File: config.mk
export PLATFORM = sky130hd
export DESIGN_NAME = alarm_ring_ctrl
export DESIGN_NICKNAME = d
export VERILOG_FILES = /design/src/rtl/alarm_ring_ctrl.sv
export SDC_FILE = /design/constraint.sdc
export NUM_CORES = 1
export LEC_CHECK = 0
export CAP_MARGIN = 20
export CORE_ASPECT_RATIO = 0.5
export CORE_MARGIN = 4
export CORE_UTILIZATION = 56
export CTS_CLUSTER_SIZE = 20
export DETAILED_ROUTE_END_ITERATION = 16
export DONT_BUFFER_PORTS = 1
export HOLD_SLACK_MARGIN = 0.05
export PLACE_DENSITY = 0.83
export SLEW_MARGIN = 20
export SYNTH_ARGS = -nofsm -noshare
export SYNTH_HDL_FRONTEND = slang
export SYNTH_SLANG_ARGS = --single-unit
File: constraint.sdc
create_clock -name clk -period 2.19 [get_ports clk]
set_clock_uncertainty 0.05 [all_clocks]
set_input_delay 0.438 -clock clk [delete_from_list [all_inputs] [get_ports clk]]
set_output_delay 0.438 -clock clk [all_outputs]
set_load 0.01 [all_outputs]
File: src/rtl/alarm_ring_ctrl.sv
// alarm_ring_ctrl: alarm match, ring/snooze/timeout FSM and gated buzzer drive; snooze enabled by ALARM_SNOOZE_EN
module alarm_ring_ctrl #(
  parameter int TONE_DIV    = 25000,
  parameter int RING_SECS   = 60,
  parameter int SNOOZE_SECS = 120
) (
  input  logic       clk,
  input  logic       rst_n,
  input  logic       tick_1hz,
  input  logic [3:0] f0,
  input  logic [3:0] f1,
  input  logic [3:0] f2,
  input  logic [3:0] f3,
  input  logic [3:0] j0,
  input  logic [3:0] j1,
  input  logic [3:0] j2,
  input  logic [3:0] j3,
  input  logic       arm,
  input  logic       off,
  input  logic       snooze,
  output logic       sonido,
  output logic       ringing
);
`ifdef ALARM_SNOOZE_EN
  typedef enum logic [1:0] {IDLE, RING, SNOOZE} state_t;
`else
  typedef enum logic [1:0] {IDLE, RING} state_t;
  logic unused_snooze;
  assign unused_snooze = snooze | (SNOOZE_SECS == 0);
`endif
  state_t      state_q, state_d;
  logic        match, trigger, match_q;
  logic [7:0]  sec_cnt_q, sec_cnt_d;
  logic [15:0] tone_cnt_q, tone_cnt_d;
  logic        tone_q, tone_d, phase_q, phase_d, sonido_q, sonido_d, ringing_q, ringing_d;
  logic        in_ring, wrap, sec_last;
  assign match   = arm && ({f3, f2, f1, f0} == {j3, j2, j1, j0});
  assign trigger = match && !match_q;
  assign sonido  = sonido_q;
  assign ringing = ringing_q;
  // next state: disarm beats off, off beats snooze, snooze beats counter expiry
  always_comb begin
    state_d  = state_q;
    sec_last = tick_1hz && (sec_cnt_q == 8'(RING_SECS - 1));
    if (!arm) state_d = IDLE;
    else if (state_q == IDLE) state_d = trigger ? RING : IDLE;
    else if (off) state_d = IDLE;
`ifdef ALARM_SNOOZE_EN
    else if (state_q == RING && snooze) state_d = SNOOZE;
    else if (state_q == SNOOZE && tick_1hz && sec_cnt_q == 8'(SNOOZE_SECS - 1)) state_d = RING;
`endif
    else if (state_q == RING && sec_last) state_d = IDLE;
  end
  // seconds counter, tone divider, 1 s beep gate and registered outputs
  always_comb begin
    in_ring    = state_q == RING;
    wrap       = tone_cnt_q == 16'(TONE_DIV - 1);
    sec_cnt_d  = (state_d != state_q) ? 8'd0 : (state_q != IDLE && tick_1hz) ? sec_cnt_q + 8'd1 : sec_cnt_q;
    tone_cnt_d = (!in_ring || wrap) ? 16'd0 : tone_cnt_q + 16'd1;
    tone_d     = in_ring && (tone_q ^ wrap);
    phase_d    = (state_d == RING && !in_ring) ? 1'b1 : (in_ring && tick_1hz) ? !phase_q : phase_q;
    sonido_d   = in_ring && phase_q && tone_q;
    ringing_d  = state_d != IDLE;
  end
  // state and datapath registers; match_q resets high so a reset at the alarm minute stays silent
  always_ff @(posedge clk or negedge rst_n) begin
    if (!rst_n) begin
      state_q    <= IDLE;
      match_q    <= 1'b1;
      sec_cnt_q  <= 8'd0;
      tone_cnt_q <= 16'd0;
      tone_q     <= 1'b0;
      phase_q    <= 1'b0;
      sonido_q   <= 1'b0;
      ringing_q  <= 1'b0;
    end else begin
      state_q    <= state_d;
      match_q    <= match;
      sec_cnt_q  <= sec_cnt_d;
      tone_cnt_q <= tone_cnt_d;
      tone_q     <= tone_d;
      phase_q    <= phase_d;
      sonido_q   <= sonido_d;
      ringing_q  <= ringing_d;
    end
  end
endmodule

**Run 1: signal wires by layer**

Drawn at 4 px/um.
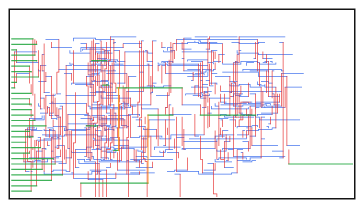
layer	color	wire length
metal 4	orange	32.6 um
metal 2	red	1600 um
metal 3	green	245 um
metal 1	blue	1330 um

**Run 1: where the registers sit**

Drawn at 4 px/um. Other sequential cells in the stronger gray, the rest of the logic in the fainter gray.
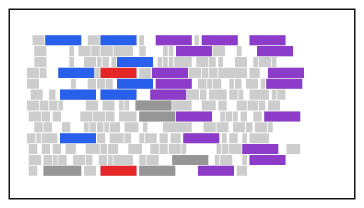
netlist name	color	placed flops
state_q	red	2
sec_cnt_q	blue	8
tone_cnt_q	purple	16
not colored	5

**Run 1: M3 wires**

Drawn at 4 px/um. Cells faint in the background.
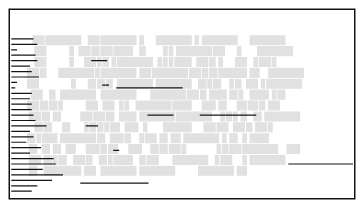
wire length on this layer	245 um
longest straight run	16.8 um

==> results.py, run 1 <==
# Flow results
metrics = {
    "layout": {
        "top_regs": "tone_cnt_q: 16 flops, sec_cnt_q: 8 flops, state_q: 2 flops",
        "buffers": 5,
        "final_cells": 222,
        "largest_reg_flops": 16,
        "largest_class": "logic gates",
        "seqCellArea_um2": 777.0,
        "comb_share_pct": 46.83,
        "inverters": 5,
        "largest_register": "tone_cnt_q",
        "syn2layout_area_growth_pct": 9.912,
    },
    "run": {
        "warning_count": 27,
    },
    "synthesis": {
        "synth_top_area_share_pct": 44.05,
        "ys_ff": 31,
        "syn_nets": 214,
        "synth_cell_types": 35,
        "syn_inst": 174,
        "xor_share_pct": 16.96,
        "async_flop_share_pct": 100.0,
        "ys_area_mm2": 0.001704,
        "adder_share_pct": 1.468,
        "top_cells_by_area": "dfrtp_1 44%, xnor2_1 11%, xor2_1 6.2%",
        "ys_warn_count": 0,
        "seq_area_frac_synth_pct": 45.59,
    },
    "die": {
        "floorplan.core_util_pct": 61.99,
    },
    "placement": {
        "dp_slack_ns": 0.09462,
        "dpl.cell_count": 212,
        "finalWeightedCongestion": 0.8359,
    },
    "cts": {
        "cts_root_buf": "clkbuf_8",
        "cts_tree": "yes",
    },
    "drt": {
        "routed-wl-met3_um": 245,
        "wl_met2_um": 1604,
        "drtIter0Drc": 49,
        "routed_wl_um": 3209,
    },
    "power": {
        "power.switching_w": 0.0002471,
        "leakagePower_nw": 0.8360,
        "p_clk_share_pct": 41.3,
        "p_sw_share_pct": 23.10,
        "internal_power_w": 0.0008223,
    },
    "setup_path": {
        "r2r_setup_slack_ns": 0.09,
        "critPathRequiredTime_ns": 2.31,
        "r2r_end": "tone_cnt_q[5]",
        "cp_max_fo": 16,
    },
    "global_routing": {
        "overflow": 0,
        "antenna_found_initial": 0,
        "grtUsageMet1_pct": 18.43,
    },
    "sta": {
        "rsz0062_at_grt": "false",
        "period_used_pct": 95.79,
        "timing.hold.ws_ns": 0.2941,
        "layout_min_cycle_time_ns": 2.098,
    },
    "status": {
        "run_status": "finished clean",
    },
}
-- run 1: critical path: stages, from the launching register on --
cell	delay, ns
dfrtp_1	0.42
or4b_1	0.51
or3_1	0.32
nor4_2	0.29
nand2b_1	0.20
buf_12	0.15
nor2_1	0.05
-- run 1: power by group through the flow --
| stage | combinational, W | clock (W) | sequential (W) |
|---|---|---|---|
| finish | 0.0000553 | 0.000442 | 0.000573 |
| floorplan | 0.0000337 | 0 | 0.000584 |
| global route | 0.0000620 | 0.000474 | 0.000572 |
| detailed placement | 0.0000389 | 0 | 0.000583 |
| CTS | 0.0000563 | 0.000454 | 0.000572 |
| global placement | 0.0000373 | 0 | 0.000583 |
-- run 1: repair_timing --
item / 4_1_cts / 5_1_grt
resized: 0 / 0
endpoints found under the hold margin: 31 / 0
hold buffers: 2 / 0
==> run 2: changes to the inputs <==
--- a/config.mk
+++ b/config.mk
@@ -12,6 +12,7 @@
 export CTS_CLUSTER_SIZE = 20
 export DETAILED_ROUTE_END_ITERATION = 16
 export DONT_BUFFER_PORTS = 1
+export GPL_TIMING_DRIVEN = 0
 export HOLD_SLACK_MARGIN = 0.05
 export PLACE_DENSITY = 0.83
 export SLEW_MARGIN = 20
**Run 2: M3 wires**

Drawn at 4 px/um. Cells faint in the background.
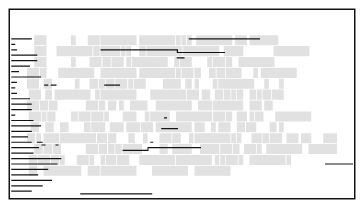
longest straight run	19.1 um
main direction	horizontal
wire length on this layer	256 um

**Run 2: where the registers sit**

Drawn at 4 px/um. Other sequential cells in the stronger gray, the rest of the logic in the fainter gray.
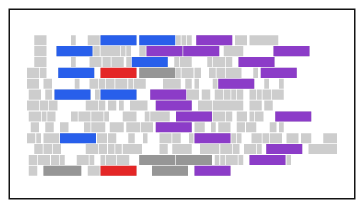
netlist name	color	placed flops
state_q	red	2
sec_cnt_q	blue	8
tone_cnt_q	purple	16
not colored	5

==> results.py, run 2 <==
# Flow results
metrics = {
    "setup_path": {
        "slowest_delay_ns": 0.53,
        "r2r_setup_slack_ns": 0.07,
        "cp_cell_sequence": "or4b_1, or3_4, nor4_4, nand2b_4, buf_12, nor2_1",
        "critPathRequiredTime_ns": 2.31,
        "cp_num_buf_inv": 1,
        "crit_cells": 6,
        "r2r_end": "tone_cnt_q[7]",
        "cp_max_fo": 10,
    },
    "run": {
        "warning_count": 27,
    },
    "layout": {
        "largest_class": "logic gates",
        "inverters": 5,
        "final_cells": 223,
        "largest_register": "tone_cnt_q",
        "comb_share_pct": 47.36,
        "syn2layout_area_growth_pct": 11.31,
        "top_regs": "tone_cnt_q: 16 flops, sec_cnt_q: 8 flops, state_q: 2 flops",
        "seqCellArea_um2": 777.0,
        "buffers": 6,
    },
    "synthesis": {
        "synth_top_area_share_pct": 44.05,
        "ys_warn_count": 0,
        "ys_ff": 31,
        "syn_inst": 174,
        "top_cells_by_area": "dfrtp_1 44%, xnor2_1 11%, xor2_1 6.2%",
        "syn_nets": 214,
    },
    "sta": {
        "layout_min_cycle_time_ns": 2.123,
        "period_used_pct": 96.94,
    },
    "power": {
        "p_clk_w": 0.000435,
        "comb_cell_power_w": 0.0000535,
        "internal_power_w": 0.0008182,
        "leakagePower_nw": 0.8519,
        "p_sw_share_pct": 22.92,
        "maxPowerGroup": "sequential cells",
        "p_clk_share_pct": 41.0,
        "power.switching_w": 0.0002433,
    },
    "die": {
        "floorplan.core_util_pct": 61.99,
    },
    "cts": {
        "cts_root_buf": "clkbuf_8",
        "cts_tree": "yes",
        "cts_resized": 1,
    },
    "placement": {
        "finalWeightedCongestion": 0.8191,
        "dp_slack_ns": -0.03314,
    },
    "status": {
        "run_status": "finished clean",
    },
    "drt": {
        "routed_wl_um": 3323,
    },
    "global_routing": {
        "overflow": 0,
    },
}
**Run 2: clock network drawn from the DEF**

Drawn at 6 px/um.
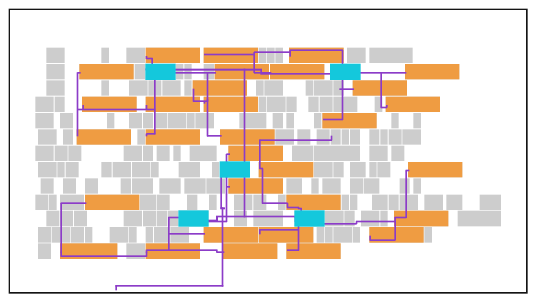
[clock wires] purple | length: 407 um
[clock drivers] cyan | count: 5
[flip-flops] orange | count: 31
routed clock nets	6

run 2: cell counts after synthesis:
Identical to the previous run, type by type.
run 2: per-layer routing:
layer	vias to the layer above	share of wire, %	track usage, %
li1	609	-	-
met1	608	41	18.99
met2	50	48	33.69
met3	13	7.7	6.655
met4	0	2.8	9.779
met5	-	0	0
run 2: cells by family after synthesis:
kind of cell,share of synthesized area [%]
AND/OR/NAND/NOR,28.49
AND-OR/OR-AND,3.378
XOR/XNOR,16.96
buffers and inverters,2.937
multiplexers,1.175
adder cells (fa/ha/maj),1.468
flip-flops,45.59
run 2: per-stage QoR:
stage	hold slack (ns)	TNS, ns	instance area, um^2
after floorplan	0.09241	0	1704
after global placement	0.09351	0	1750
after detailed placement	0.09359	-0.2099	1750
after CTS	0.3083	0	1873
after global routing	0.3347	-0.05381	1897
final	0.3108	0	1897
==> run 3: changes to the inputs <==
--- a/config.mk
+++ b/config.mk
@@ -8,13 +8,14 @@
 export CAP_MARGIN = 20
 export CORE_ASPECT_RATIO = 0.5
 export CORE_MARGIN = 4
-export CORE_UTILIZATION = 56
+export CORE_UTILIZATION = 59
+export CTS_BUF_LIST = sky130_fd_sc_hd__clkbuf_8
 export CTS_CLUSTER_SIZE = 20
 export DETAILED_ROUTE_END_ITERATION = 16
 export DONT_BUFFER_PORTS = 1
 export GPL_TIMING_DRIVEN = 0
 export HOLD_SLACK_MARGIN = 0.05
-export PLACE_DENSITY = 0.83
+export PLACE_DENSITY = 0.87
 export SLEW_MARGIN = 20
 export SYNTH_ARGS = -nofsm -noshare
 export SYNTH_HDL_FRONTEND = slang
**Run 3: clock network drawn from the DEF**

Drawn at 6 px/um.
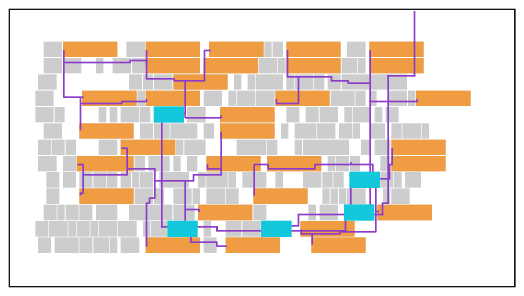
[flip-flops] orange | count: 31
[clock wires] purple | length: 405 um
[clock drivers] cyan | count: 5
routed clock nets	6

**Run 3: where the registers sit**

Drawn at 4 px/um. Other sequential cells in the stronger gray, the rest of the logic in the fainter gray.
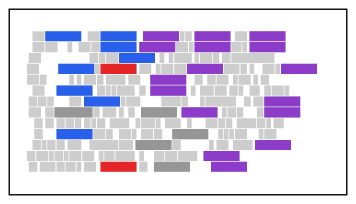
netlist name	color	placed flops
sec_cnt_q	blue	8
tone_cnt_q	purple	16
state_q	red	2

==> results.py, run 3 <==
# Flow results
metrics = {
    "power": {
        "p_clk_share_pct": 48.2,
        "comb_cell_power_w": 0.0000544,
        "leakagePower_nw": 0.8607,
    },
    "die": {
        "floorplan.core_util_pct": 63.88,
    },
    "synthesis": {
        "adder_share_pct": 1.468,
        "synth_cell_types": 35,
        "synth_top_area_share_pct": 44.05,
        "xor_share_pct": 16.96,
        "ys_area_mm2": 0.001704,
        "ys_warn_count": 0,
        "seq_area_frac_synth_pct": 45.59,
    },
    "sta": {
        "tns_ns": 0,
        "rsz0062_at_grt": "false",
        "timing.hold.ws_ns": 0.3052,
    },
    "status": {
        "run_status": "finished clean",
    },
    "setup_path": {
        "critPathRequiredTime_ns": 2.31,
        "slowest_delay_ns": 0.53,
        "crit_path_top_delay_cell": "or4b_1",
    },
    "placement": {
        "dp_slack_ns": -0.02160,
        "finalWeightedCongestion": 0.8113,
    },
    "layout": {
        "largest_reg_flops": 16,
        "final_area_mm2": 0.001922,
        "inverters": 5,
    },
    "drt": {
        "routed_wl_um": 3441,
    },
    "cts": {
        "cts_resized": 1,
    },
}
**Run 3: signal wires by layer**

Drawn at 4 px/um.
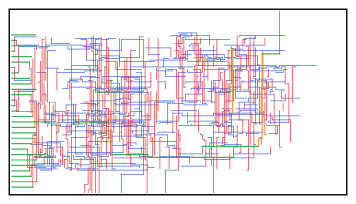
layer	color	wire length
metal 3	green	204 um
metal 1	blue	1460 um
metal 2	red	1720 um
metal 4	orange	58.7 um

## run 3: cell counts after synthesis
No cell type changed its count.
## run 3: worst min-delay path, cell delays in order
cell and delay, ns:
nand2_1 0.05, xor2_1 0.06, nand2_1 0.05
## run 3: per-layer routing
layer | up-vias | share of wire, % | track usage, %
met4 | 0 | 1.7 | 9.936
met5 | - | 0 | 0
met2 | 47 | 50 | 38.39
met1 | 636 | 42 | 20.59
met3 | 6 | 5.9 | 4.874
li1 | 614 | - | -
## run 3: how the worst min path moves through the flow
stage / from / to / slack [ns]
2_1_floorplan: rst_n / phase_q / 0.09
5_1_grt: tick_1hz / phase_q / 0.32
3_3_place_gp: rst_n / sec_cnt_q[6] / 0.09
6_report: tick_1hz / phase_q / 0.31
3_5_place_dp: rst_n / state_q[0] / 0.09
4_1_cts: tick_1hz / phase_q / 0.31
No activity file was given, so power comes from the tool's default toggle rates.
